File: src/rtl/i2c_rx_capture.sv
// Passive I2C read-byte capture: synchronises scl/sda, deserialises MSB-first bytes into a small FIFO
// and presents them over valid/ready. Optional scl-stall timeout is enabled by defining I2C_RX_TIMEOUT_EN.
module i2c_rx_capture #(
    parameter int unsigned DEPTH       = 4,
    parameter int unsigned TIMEOUT_CYC = 5000
) (
    input  logic       clk,
    input  logic       rst,
    input  logic       scl,
    input  logic       sda_in,
    input  logic       listen,
    input  logic       data_ready,
    output logic [7:0] data_out,
    output logic       data_valid,
    output logic [7:0] byte_count,
    output logic       overrun,
    output logic       timeout
);

    localparam int unsigned AW = $clog2(DEPTH);
    localparam int unsigned PW = AW + 1;

    typedef enum logic [1:0] {IDLE, BITS, ACK} state_t;

    if (DEPTH < 2 || (DEPTH & (DEPTH - 1)) != 0 || TIMEOUT_CYC < 2) begin : g_bad_param
        $error("i2c_rx_capture: DEPTH must be a power of two >= 2 and TIMEOUT_CYC >= 2");
    end

    logic       scl_m, scl_s, scl_d;
    logic       sda_m, sda_s, sda_d;
    logic       scl_rise, scl_edge, start_det, stop_det;
    state_t     state;
    logic [2:0] bit_cnt;
    logic [7:0] shift;
    logic       push, pop, full;
    logic [7:0] push_byte;
    logic       arm_ok, tmo_trip;
    logic [PW-1:0] wr_ptr, rd_ptr;
    logic [7:0]    mem [DEPTH];

    // Two-flop synchronisers plus one history flop for edge detection; preset to idle-bus level
    always_ff @(posedge clk) begin
        if (rst) begin
            scl_m <= 1'b1; scl_s <= 1'b1; scl_d <= 1'b1;
            sda_m <= 1'b1; sda_s <= 1'b1; sda_d <= 1'b1;
        end else begin
            scl_m <= scl;    scl_s <= scl_m;  scl_d <= scl_s;
            sda_m <= sda_in; sda_s <= sda_m;  sda_d <= sda_s;
        end
    end

    assign scl_rise  = scl_s & ~scl_d;
    assign scl_edge  = scl_s ^ scl_d;
    assign start_det = scl_s & sda_d & ~sda_s;
    assign stop_det  = scl_s & ~sda_d & sda_s;

    assign push_byte = {shift[6:0], sda_s};
    assign full      = (wr_ptr[AW] != rd_ptr[AW]) && (wr_ptr[AW-1:0] == rd_ptr[AW-1:0]);
    assign data_valid = (wr_ptr != rd_ptr);
    assign data_out   = mem[rd_ptr[AW-1:0]];
    assign pop        = data_valid & data_ready;

    // Completed byte: 8th rise in BITS, not pre-empted by listen drop or START/STOP
    always_comb begin
        push = 1'b0;
        if (state == BITS && listen && !start_det && !stop_det && !tmo_trip
            && scl_rise && bit_cnt == 3'd7) begin
            push = 1'b1;
        end
    end

`ifdef I2C_RX_TIMEOUT_EN
    localparam int unsigned TW = $clog2(TIMEOUT_CYC + 1);

    logic [TW-1:0] tmo_cnt;
    logic          rearm_block;

    assign tmo_trip = (state != IDLE) && listen && !start_det && !stop_det && !scl_edge
                      && (tmo_cnt >= TW'(TIMEOUT_CYC - 1));
    assign arm_ok   = ~rearm_block;

    // Stall counter; after a trip the block stays idle until listen is seen low
    always_ff @(posedge clk) begin
        if (rst) begin
            tmo_cnt     <= '0;
            timeout     <= 1'b0;
            rearm_block <= 1'b0;
        end else begin
            if (state == IDLE || scl_edge || start_det || stop_det) begin
                tmo_cnt <= '0;
            end else begin
                tmo_cnt <= tmo_cnt + TW'(1);
            end
            if (tmo_trip) begin
                timeout     <= 1'b1;
                rearm_block <= 1'b1;
            end else if (!listen) begin
                rearm_block <= 1'b0;
            end
        end
    end
`else
    assign tmo_trip = 1'b0;
    assign arm_ok   = 1'b1;
    assign timeout  = 1'b0;
`endif

    // Receive FSM: abort conditions first, then bit shifting on scl rise
    always_ff @(posedge clk) begin
        if (rst) begin
            state   <= IDLE;
            bit_cnt <= 3'd0;
            shift   <= 8'd0;
        end else begin
            case (state)
                IDLE: begin
                    if (listen && arm_ok) begin
                        state   <= BITS;
                        bit_cnt <= 3'd0;
                    end
                end
                default: begin
                    if (!listen || stop_det || tmo_trip) begin
                        state   <= IDLE;
                        bit_cnt <= 3'd0;
                        shift   <= 8'd0;
                    end else if (start_det) begin
                        state   <= BITS;
                        bit_cnt <= 3'd0;
                        shift   <= 8'd0;
                    end else if (scl_rise) begin
                        if (state == BITS) begin
                            shift   <= push_byte;
                            bit_cnt <= bit_cnt + 3'd1;
                            if (bit_cnt == 3'd7) begin
                                state <= ACK;
                            end
                        end else begin
                            state   <= BITS;
                            bit_cnt <= 3'd0;
                        end
                    end
                end
            endcase
        end
    end

    // FIFO storage; a push while full is dropped unless a pop frees the head slot in the same cycle
    always_ff @(posedge clk) begin
        if (rst) begin
            wr_ptr     <= '0;
            rd_ptr     <= '0;
            byte_count <= 8'd0;
            overrun    <= 1'b0;
            for (int unsigned i = 0; i < DEPTH; i++) begin
                mem[i] <= 8'd0;
            end
        end else begin
            if (push) begin
                byte_count <= byte_count + 8'd1;
                if (!full || pop) begin
                    mem[wr_ptr[AW-1:0]] <= push_byte;
                    wr_ptr              <= wr_ptr + PW'(1);
                end else begin
                    overrun <= 1'b1;
                end
            end
            if (pop) begin
                rd_ptr <= rd_ptr + PW'(1);
            end
        end
    end

endmodule
File: config.mk
export PLATFORM = sky130hd
export DESIGN_NAME = i2c_rx_capture
export DESIGN_NICKNAME = d
export VERILOG_FILES = /design/src/rtl/i2c_rx_capture.sv
export SDC_FILE = /design/constraint.sdc
export NUM_CORES = 1
export LEC_CHECK = 0
export CAP_MARGIN = 15
export CORE_MARGIN = 3
export CORE_UTILIZATION = 50
export CTS_CLUSTER_SIZE = 40
export DETAILED_ROUTE_END_ITERATION = 10
export PLACE_DENSITY = 0.68
export SLEW_MARGIN = 20
export SYNTH_ARGS = -nofsm -noshare
export SYNTH_HDL_FRONTEND = slang
export SYNTH_SLANG_ARGS = --single-unit
File: constraint.sdc
create_clock -name clk -period 2.97 [get_ports clk]
set_input_delay 0.594 -clock clk [delete_from_list [all_inputs] [get_ports clk]]
set_output_delay 0.594 -clock clk [all_outputs]
set_load 0.02 [all_outputs]
run_1/io_fan.png
Bar = 20 um.
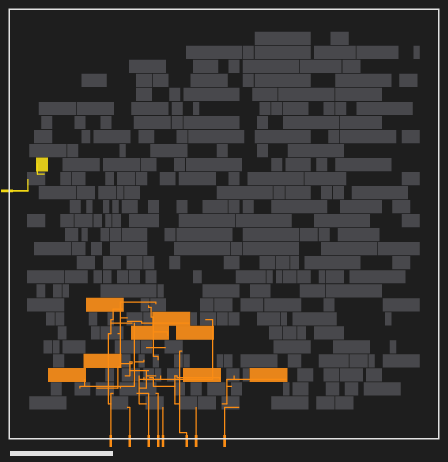
Key: `byte_count` = orange [direction output, edge bottom, end cells 8, buffers 8, wire 281 um]; `scl` = yellow [direction input, edge left, end cells 1, buffers 1, wire 8.60 um]
boundary pin count: 25
count of buffers from port buffering: 23

run_1/congestion.png
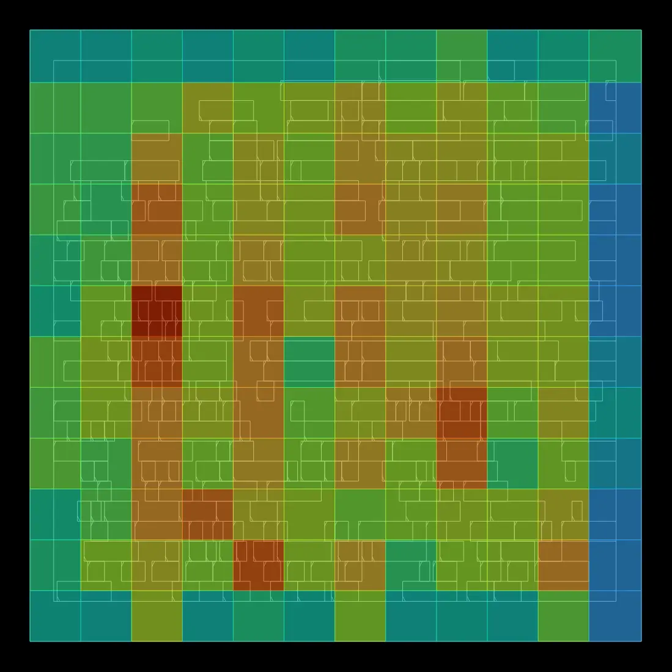
peak-usage layer in the global routing report: met2
met1 track demand over resource in global routing: 22.11%

==> CHANGELOG.md, run 1 <==
### Changed

* Worst Setup Slack, final at between 200 and 300 ps
* Reg2reg start: bit_cnt[0]$_SDFFE_PP0P_
* H-Tree Depth at 3
* Worst hold path depth at 1
* Area growth syn-to-layout at 17.38%
* Achievable Freq at about 370 MHz
* Met3 capacity usage during global routing at 4.762%
* Fraction of the yosys area taken by sequential cells at a little under three fifths
* Length in cells of the worst reg-to-reg path at 6
* Peak VDD IR at 0.2851 mV
* Clock buffer depth at 2
* Die width at roughly 83 um
* Rows at 27
* Synthesized area per cell at 12.31 um^2
* Longest individual stage delay on the worst path at 640 ps
* N_diodes at 0
* Number of cells in Yosys stat at ~240
* Cell Pwr Density at approximately 540 nW/um^2
* Clock Root Buffer: clkbuf_8
* Count of library flops with an enable pin at 32
* CP top delay family: flip-flops
* GR met2 Demand/Resource at 26.68%
* Type of the most critical hold path: flip-flop to flip-flop
* First-pass iteration count of the detailed router at 4
* Outcome: finished clean
* Tmin final at between 2000 and 3000 ps
* Weighted congestion at the end of routability-driven global placement at 0.7583
* Total of cells resized after clock tree synthesis at 0
* Number of DRC markers in iteration 0 at 119
* Hold buffer count at cts at 0
* DRT antenna net count at 0
* Total congestion overflow at 0
* Cell type with the largest total area after synthesis: edfxtp_1
* Setup TNS at 0 ps
* Dominant cell by count in the synthesized netlist: dfxtp_1
* Worst Path Class, Setup: flip-flop to primary output
* End point of the most critical hold path: scl_s$_SDFF_PP1_
* Critical Path RT at roughly 2400 ps
* Std-Cell Core Area at between 5000 and 6000 um^2
* Worst path cell trace: mux4_2, clkdlybuf4s50_1
* Total Wirelength at around 5300 um
* Area reported by Yosys stat at just under 3000 um^2
* Stage-log warning count at 26
* Drt wl/cell at between 15 and 20 um
* TritonCTS clock tree: done
* Pin slew with the least headroom to its limit at approximately 570 ps
* Maximum number of pins on one net before global-route repair at 30
* Maximum clock skew at final layout at around 9.3 ps
run_1/detail.png
Bar = 10 um. Window x 8 to 33, y 8 to 33 um. Cells in gray, sequential cells in the stronger gray; small squares are vias.
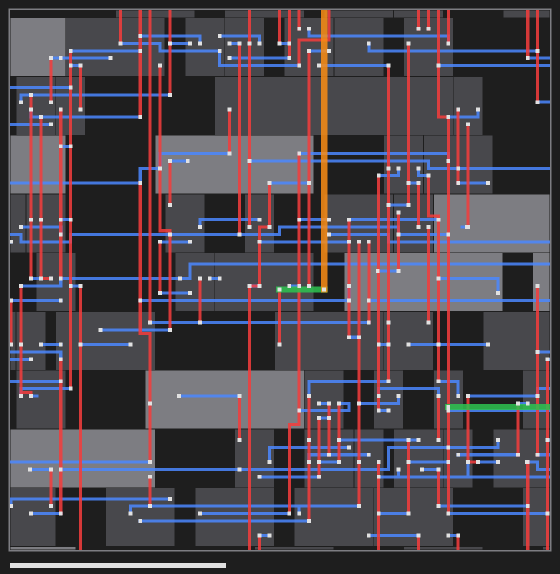
Key: metal 4 = orange; metal 1 = blue; metal 3 = green; metal 2 = red
47 logic cells have their middle in the window. Sequential cells in the window: 5. Netlist names of flops here include `byte_count` (5). Most frequent: o21ai_0 (7), nand2_1 (7), dfxtp_1 (5).

run_1/logic_types.png
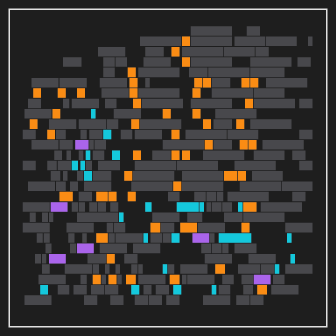
Key: AND and OR gates = orange [cells 51]; adder and majority cells = purple [cells 6]; NOR gates = cyan [cells 23]
most frequently placed logic cell in the final layout: dfxtp_1
proportion of cell area occupied by multi-input gates: 35.90%
tally of non-filler cells in the final layout: 346

## run 1: cell type report
cell class	count	area, um^2	area share, %
flip-flops and latches	67	1662	47.72
multi-input cells	161	1250	35.90
repair buffers	26	252.7	7.258
clock buffers	12	166.4	4.779
well taps	72	90.09	2.587
clock inverters	4	46.29	1.330
inverters	4	15.01	0.4312
## run 1: flip-flops by register name (all words and copies together), names as in the netlist, 2 cells and up, named ones only
name and flops:
shift 7, byte_count 8, mem 32, wr_ptr 3, rd_ptr 3, state 2
bit_cnt 3
## run 1: cell usage in the layout (no fill, tap or decap), types with 2 or more instances in the layout
cell,instances
and2_1,16
mux2i_1,4
nor3_1,2
a21o_1,2
inv_1,4
clkbuf_8,10
or2_2,6
a22o_1,6
nor2_1,12
mux4_2,8
or4_1,3
nor2b_1,6
edfxtp_1,32
a21oi_1,10
ha_1,5
a31o_2,2
clkdlybuf4s50_1,23
nand2_1,11
nand4_1,2
or3_1,2
nand2b_1,4
xor2_2,2
xor2_1,6
and3_1,16
dfxtp_1,35
and4b_1,3
clkinv_2,2
o31ai_1,2
o21ai_0,9
buf_4,3
## run 1: where the power goes
group	internal, uW	switching, uW
combinational	39.6	47.1
sequential	991	13.5
clock	460	333
total	1490	394
## run 1: routing by layer
metal / up-vias / wire length, um
li1: 937 / -
met5: - / 0
met1: 900 / 2469
met4: 0 / 73
met2: 31 / 2571
met3: 9 / 185
## run 1: logic make-up (layout without fill, tap and decap cells)
family | Yosys count | count (layout) | synth area share (%)
buffers and inverters | 13 | 46 | 1.855
flip-flops | 67 | 67 | 56.01
XOR/XNOR | 10 | 10 | 3.712
multiplexers | 13 | 13 | 7.803
AND/OR/NAND/NOR | 93 | 93 | 19.57
other | 1 | 1 | 0.1264
AND-OR/OR-AND | 38 | 38 | 8.478
adder cells (fa/ha/maj) | 6 | 6 | 2.446
## run 1: per-stage QoR
step	area, um^2	std cells	util, %	hold slack [ps]	total power (uW)
floorplan	2967	241	-	389.5	1077
global placement	3269	330	58.30	391.8	1111
detailed placement	3269	330	58.30	393.8	1113
CTS	3482	346	62.09	410.3	1905
global route	3482	346	62.09	444.8	1962
finish	3482	346	62.09	408.6	1884
## run 1: worst max-delay path by stage
stage	end	slack, ps	depth (start not counted)
2_1_floorplan	mem[1][0]$_SDFFCE_PN0P_	920	7
3_3_place_gp	mem[3][3]$_DFFE_PP_	520	5
6_report	data_out[2]	270	2
4_1_cts	data_out[2]	210	2
5_1_grt	data_out[0]	130	2
3_5_place_dp	mem[1][5]$_SDFFCE_PN0P_	480	5
==> inputs of run 2 (changes only) <==
==> constraint.sdc (replaced) <==
create_clock -name clk -period 2.97 [get_ports clk]
set_input_delay 0.594 -clock clk [delete_from_list [all_inputs] [get_ports clk]]
set_output_delay 0.594 -clock clk [all_outputs]
set_load 0.05 [all_outputs]
run_2/congestion.png
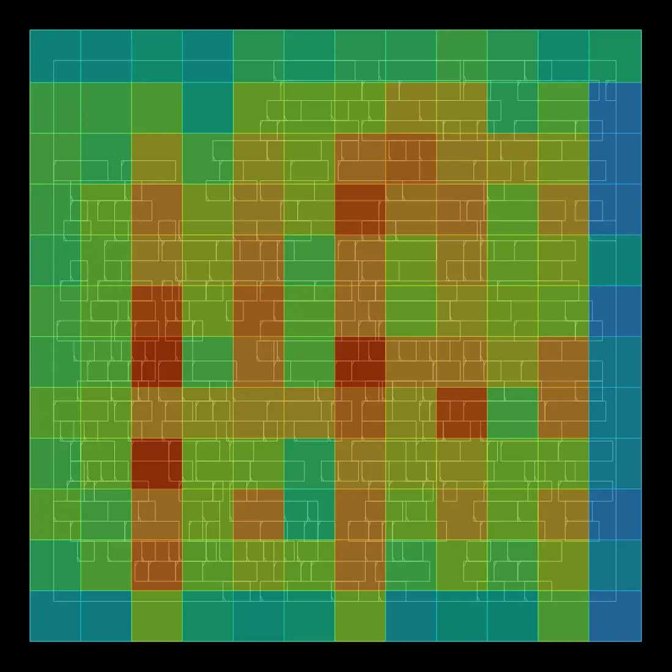
met1 track demand over resource in global routing: 22.19%
core occupancy in the finished layout: 61.91%
met3 capacity usage during global routing: 5.952%

==> run 2 against run 1 <==
  * Clock power down 8.1%
  * Worst setup slack worse by 120 ps
  * Area after synthesis unchanged
  * Count of clock-buffer cells in the layout down 1
  * Sequential power about the same
  * Utilization down 0.18 points
  * Routed wire length down 3.7%
  * Cell area down 0.29%
  * Sequential share of layout area up 0.17 points
  * Worst hold slack worse by 0.90 ps
  * Critical path type unchanged
  * Largest power group unchanged
==> CHANGELOG.md, run 2 <==
### Changed

* Cell Pwr Density at about 530 nW/um^2
* Synthesized area per cell at roughly 12 um^2
* End point of the most critical hold path: sda_s$_SDFF_PP1_
* Register bank with the most flops: mem
* Type of the most critical hold path: flip-flop to flip-flop
* Number of DRC markers in iteration 0 at approximately 130
* Hold buffer count at cts at 0
* Achievable Freq at between 300 and 400 MHz
* Rows at 27
* Die width at approximately 83 um
* Pin slew with the least headroom to its limit at 575.5 ps
* Std-Cell Core Area at roughly 5600 um^2
* Commonest cells after routing, fill and taps aside: dfxtp_1 (34), edfxtp_1 (32), clkdlybuf4s50_1 (23), and2_1 (16), and3_1 (16)
* H-Tree Depth at 3
* Weighted congestion at the end of routability-driven global placement at approximately 0.8
* Peak-usage layer in the global routing report: met2
* Tmin final at around 2800 ps
* Dominant cell by count in the synthesized netlist: dfxtp_1
* Setup slack on the worst flop-to-flop path at 840 ps
* Worst hold path depth at 1
* Worst hold-check slack at just over 400 ps
* Peak VDD IR at 0.2990 mV
* Standard cell area after detailed placement at between 3000 and 4000 um^2
* Largest registers: mem x32, byte_count x8, shift x7
* Worst Path Class, Setup: flip-flop to primary output
* TritonCTS clock tree: done
* Number of flip-flops in the largest register at 32
* Critical Path RT at roughly 2400 ps
* N_diodes at 0
* Total Wirelength at approximately 5000 um
* Final routed DRC violation total at 0
* Longest individual stage delay on the worst path at between 700 and 800 ps
* Worst path cell trace: xor2_2, or3_2, clkdlybuf4s50_1
* Count of library flops with an enable pin at 32
* Setup TNS at 0 ps
* Stage-log warning count at 26
* DRT antenna net count at 0
* Maximum clock skew at final layout at between 6 and 7 ps
* Most frequently placed logic cell in the final layout: dfxtp_1
* Highest fanout seen on the critical path at 7
* Cell type with the largest total area after synthesis: edfxtp_1
* Outcome: finished clean
* Length in cells of the worst reg-to-reg path at 6
* Area reported by Yosys stat at about 3000 um^2
* Fraction of the yosys area taken by sequential cells at a little under three fifths
* Count of buffers from port buffering at 23
* Maximum number of pins on one net before global-route repair at 27
* Boundary pin count at 25
* Drt wl/cell at about 15 um
* Master of the slowest instance on the critical path: clkdlybuf4s50_1
* First-pass iteration count of the detailed router at 4
* Total congestion overflow at 0
* Dominant Register Cell: dfxtp_1
* Area of all placed cells without fillers at 3472 um^2
* Reg2reg start: bit_cnt[0]$_SDFFE_PP0P_
* Area growth syn-to-layout at 17.04%
* Clock Root Buffer: clkbuf_8
* Layout cell share with drive strength beyond 1 at 17.09%
* Number of cells in Yosys stat at 241
* GR met2 Demand/Resource at 25.66%
run_2/io_fan.png
Bar = 20 um.
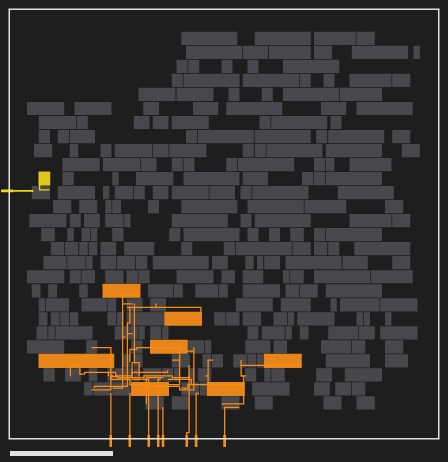
Key: `scl` = yellow [direction input, edge left, end cells 1, buffers 1, wire 7.60 um]; `byte_count` = orange [direction output, edge bottom, end cells 8, buffers 8, wire 331 um]

## run 2: netlist changes by cell type in the layout (fill, tap and decap cells not counted), sizes merged
cell / change
buf: +1
clkbuf: -1
clkinv: +1
clkinvlp: +1
inv: -1
## run 2: cell type report
cell class	count	area (um^2)	area share, %
Clock buffer	11	141.4	4.072
Multi-Input combinational cell	161	1250	36.00
Sequential cell	67	1663	47.89
Inverter	4	15.01	0.4324
Tap cell	72	90.09	2.595
Timing Repair Buffer	27	260.3	7.496
Clock inverter	5	52.55	1.514
## run 2: layer usage
layer | wire length (um) | part of all wire [%]
met1 | 2477 | 49
met2 | 2367 | 46
met3 | 222 | 4.4
met4 | 35 | 0.69
met5 | 0 | 0
## run 2: timing repair
item,4_1_cts,5_1_grt
buffers inserted,0,0
resized,0,1
endpoints found under the hold margin,0,0
endpoints found under the setup margin,0,8
## run 2: through the flow
step	power, uW	util [%]	setup slack (ps)	std cells
after floorplan	1091	-	915.9	241
after global placement	1125	58.43	346.8	331
after detailed placement	1125	58.43	318.2	331
after CTS	1859	61.89	43.35	347
after global routing	1908	61.91	56.43	347
final	1832	61.91	145.2	347
## run 2: cells by family (layout without fill, tap and decap cells)
logic type / count (synthesis) / in the layout / share of synthesized area, %
AND/OR/NAND/NOR: 93 / 93 / 19.57
flip-flops: 67 / 67 / 56.01
AND-OR/OR-AND: 38 / 38 / 8.478
multiplexers: 13 / 13 / 7.803
buffers and inverters: 13 / 47 / 1.855
XOR/XNOR: 10 / 10 / 3.712
adder cells (fa/ha/maj): 6 / 6 / 2.446
other: 1 / 1 / 0.1264
## run 2: worst max path at each step
stage,from,end,slack (ps),cells past startpoint
CTS,flip-flop,data_out[2],40,2
floorplan,bit_cnt[0]$_SDFFE_PP0P_,mem[1][0]$_SDFFCE_PN0P_,920,7
global placement,listen,mem[0][5]$_SDFFCE_PN0P_,350,5
finish,wr_ptr[1]$_SDFFE_PP0P_,data_valid,150,3
global route,wr_ptr[1]$_SDFFE_PP0P_,data_valid,60,3
detailed placement,listen,mem[0][3]$_SDFFCE_PN0P_,320,5
## run 2: critical path, delay by kind of cell (launching register included)
kind / cells / cell delay [ps]
and+or+nand+nor: 1 / 490
DFF: 1 / 530
buffers and inverters: 1 / 710
xor gates and xnor gates: 1 / 170
## run 2: power breakdown
part,leakage [uW],internal (uW),switching [uW]
registers,0.000592,991,13.5
logic,0.000660,39.5,59.4
clock network,0.0000991,406,323
total,0.00135,1440,395
==> inputs of run 3 (changes only) <==
--- a/config.mk
+++ b/config.mk
@@ -5,11 +5,14 @@
 export SDC_FILE = /design/constraint.sdc
 export NUM_CORES = 1
 export LEC_CHECK = 0
+export ABC_AREA = 0
 export CAP_MARGIN = 15
 export CORE_MARGIN = 3
 export CORE_UTILIZATION = 50
 export CTS_CLUSTER_SIZE = 40
 export DETAILED_ROUTE_END_ITERATION = 10
+export GPL_TIMING_DRIVEN = 0
+export HOLD_SLACK_MARGIN = 0.05
 export PLACE_DENSITY = 0.68
 export SLEW_MARGIN = 20
 export SYNTH_ARGS = -nofsm -noshare
run_3/congestion.png
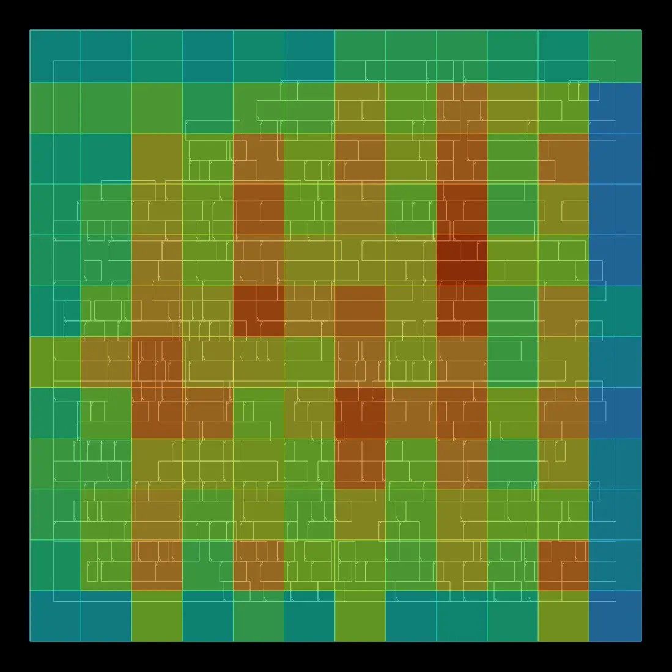
met1 track demand over resource in global routing: 21.10%
met3 capacity usage during global routing: 3.373%
global-route total usage across every layer: 16.93%
core occupancy in the finished layout: 62.34%
drt wl/cell: 15.60 um

==> run 3 against run 2 <==
  * Final cell count increased by 1.2%
  * Sequential power about the same
  * Largest cell class unchanged
  * Combinational power increased by 7%
  * Routed wire length increased by 7.3%
  * Largest power group unchanged
  * Cell area increased by 0.68%
  * Critical path type unchanged
  * Sequential share of layout area decreased by 0.33 points
  * Maximum frequency increased by 0.38%
  * Count of clock-buffer cells in the layout increased by 5
  * First-iteration DRC count decreased by 6.0%
  * Clock skew increased by 1.0 ps
  * Register-to-register slack got worse by 410 ps
==> CHANGELOG.md, run 3 <==
### Changed

* Reg2reg start: bit_cnt[0]$_SDFFE_PP0P_
* Setup violators final at 0
* Area of all placed cells without fillers at ~3500 um^2
* Outcome: finished clean
* Number of sinks on the clock net at 67
* Die width at slightly above 80 um
* Area reported by Yosys stat at 2967 um^2
* Combinational Area at approximately 1200 um^2
* Parity-gate share of the synthesized area counting xor and xnor cells at under 10%
* TritonCTS clock tree: done
* Largest registers: mem x32, byte_count x8, shift x7
* Worst Path Class, Setup: flip-flop to primary output
* First-pass iteration count of the detailed router at 4
* Cell type with the largest total area after synthesis: edfxtp_1
* Length in cells of the worst reg-to-reg path at 7
* Setup slack on the worst flop-to-flop path at ~430 ps
* Adder Share, Synth at 2.446%
* Commonest cells after routing, fill and taps aside: dfxtp_1 (34), edfxtp_1 (32), clkdlybuf4s50_1 (23), and2_1 (16), and3_1 (16)
* Pin slew with the least headroom to its limit at a little under 900 ps
* Slew Viols, Final at 0
* Total leakage power at 0.001358 uW
* Standard cell area after detailed placement at between 3000 and 4000 um^2
* Post CTS Setup Buffer Count at 0
* Std-Cell Core Area at approximately 5600 um^2
* Top cells, area: edfxtp_1 (32%), dfxtp_1 (24%), mux4_2 (6.1%), and2_1 (3.4%), and3_1 (3.4%)
* Most frequently placed logic cell in the final layout: dfxtp_1
* Main logic family: simple AND/OR/NAND/NOR gates
* H-Tree Depth at 3
* Synthesis-stage register bit count at around 67
* Dominant Register Cell: dfxtp_1
* Worst hold path depth at 1
* Count of library flops with an enable pin at 32
* Clock Root Buffer: clkbuf_8
* Register bank with the most flops: mem
* Maximum number of pins on one net before global-route repair at 12
* Master of the slowest instance on the critical path: clkdlybuf4s50_1
* Synthesized area per cell at 12.31 um^2
* Weighted congestion at the end of routability-driven global placement at roughly 0.76
* Total congestion overflow at 0
* Dominant cell by count in the synthesized netlist: dfxtp_1
* Layout cell share with drive strength beyond 1 at 16.13%
* Clock buffer depth at 2
* Longest individual stage delay on the worst path at between 700 and 800 ps
* Number of DRC markers in iteration 0 at 126
* Highest fanout seen on the critical path at 7
* Synthesis warning total at 0
* Type of the most critical hold path: flip-flop to flip-flop
* Achievable Freq at between 300 and 400 MHz
* Reg area at between 1500 and 2000 um^2
* Cell Pwr Density at 533.9 nW/um^2
* Worst path cell trace: xor2_2, or3_2, clkdlybuf4s50_1
* Total Wirelength at around 5500 um
* Peak VDD IR at ~0.37 mV
* Multiplexer area fraction after synthesis at under 10%
* CP top delay family: buffers and inverters
* AND-OR/OR-AND share of the synthesized area at between 8 and 9%
* Area of the mapped netlist at between 2000 and 3000 um^2
* Tmin final at about 2800 ps
* Maximum Capacitance Violations at 0
* Layout Nets at 285
* Clock slew seen by the registers of the worst setup and hold paths at roughly 70 ps
* End point of the most critical hold path: sda_s$_SDFF_PP1_
* Rows at 27
* Area share of and/or/nand/nor cells after synthesis at 19.57%
* Synthesized instance count at roughly 240
* Number of cells in Yosys stat at about 240
* N_diodes at 0
* Critical Path RT at between 2000 and 2500 ps
* Number of flip-flops in the largest register at 32
* Area growth syn-to-layout at 17.84%
* Boundary pin count at 25
* Final routed DRC violation total at 0
* Count of buffers from port buffering at 23
* Stage-log warning count at 26
* Crit path buffers/inverters at 1
* Fraction of the yosys area taken by sequential cells at 56.01%
* Maximum clock skew at final layout at about 7.4 ps
* DRT antenna net count at 0
run_3/io_fan.png
Bar = 20 um.
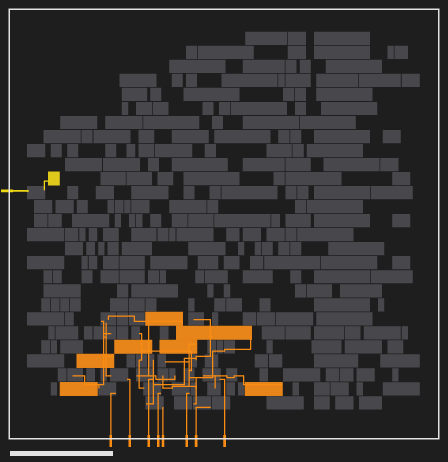
Key: `scl` = yellow [direction input, edge left, end cells 1, buffers 1, wire 5.80 um]; `byte_count` = orange [direction output, edge bottom, end cells 8, buffers 8, wire 280 um]

==> run 3: worst max path at each step <==
stage,start,to,depth (start not counted)
6_report,wr_ptr[1]$_SDFFE_PP0P_,data_valid,3
5_1_grt,listen,mem[0][7]$_SDFFCE_PN0P_,6
4_1_cts,wr_ptr[1]$_SDFFE_PP0P_,data_valid,3
3_5_place_dp,listen,mem[0][5]$_SDFFCE_PN0P_,6
3_3_place_gp,listen,mem[0][5]$_SDFFCE_PN0P_,6
2_1_floorplan,bit_cnt[0]$_SDFFE_PP0P_,mem[1][0]$_SDFFCE_PN0P_,7
==> run 3: cell families (layout without fill, tap and decap cells) <==
group / after synthesis / after routing
compound gates: 38 / 38
buf+inv: 13 / 51
simple gates: 93 / 93
xor+xnor: 10 / 10
mux: 13 / 13
flops: 67 / 67
other cells: 1 / 1
fa+ha+maj: 6 / 6
==> run 3: area by class of cell <==
cell class,count,area share [%]
clock buffers,16,6.049
repair buffers,23,6.586
plain buffers,8,1.038
flip-flops and latches,67,47.57
inverters,4,0.4295
well taps,72,2.577
multi-input cells,161,35.76
==> run 3: per-stage QoR <==
| step | setup slack, ps | setup TNS, ps | hold WS, ps | instances | total power, uW |
|---|---|---|---|---|---|
| finish | 156.0 | 0 | 414.2 | 351 | 1867 |
| global route | 33.14 | 0 | 420.9 | 351 | 1927 |
| CTS | 152.2 | 0 | 416.7 | 351 | 1884 |
| detailed placement | -142.2 | -2074 | 397.9 | 336 | 1129 |
| global placement | -109.9 | -1672 | 391.5 | 336 | 1126 |
| floorplan | 915.9 | 0 | 389.5 | 241 | 1091 |
==> run 3: routing by layer <==
layer / routed length, um / global-route usage [%] / vias to the layer above / share of wire [%]
li1: - / - / 952 / -
met3: 221 / 3.373 / 7 / 4.0
met4: 63 / 7.875 / 0 / 1.2
met1: 2461 / 21.10 / 919 / 45
met2: 2729 / 28.28 / 32 / 50
met5: 0 / 0 / - / 0
==> run 3: timing repair <==
item	CTS	global route
hold buffers	0	0
setup endpoints to repair	8	0
hold endpoints to repair	0	0
resized	1	0
==> run 3: power breakdown <==
part | leakage (uW) | total [uW] | internal (uW) | switching [uW]
clock | 0.000108 | 759 | 447 | 312
sequential | 0.000592 | 1000 | 991 | 10.7
combinational | 0.000658 | 106 | 40.1 | 65.6
total | 0.00136 | 1870 | 1480 | 388
Power figures rest on the tool's default switching activity, not on a simulated workload.
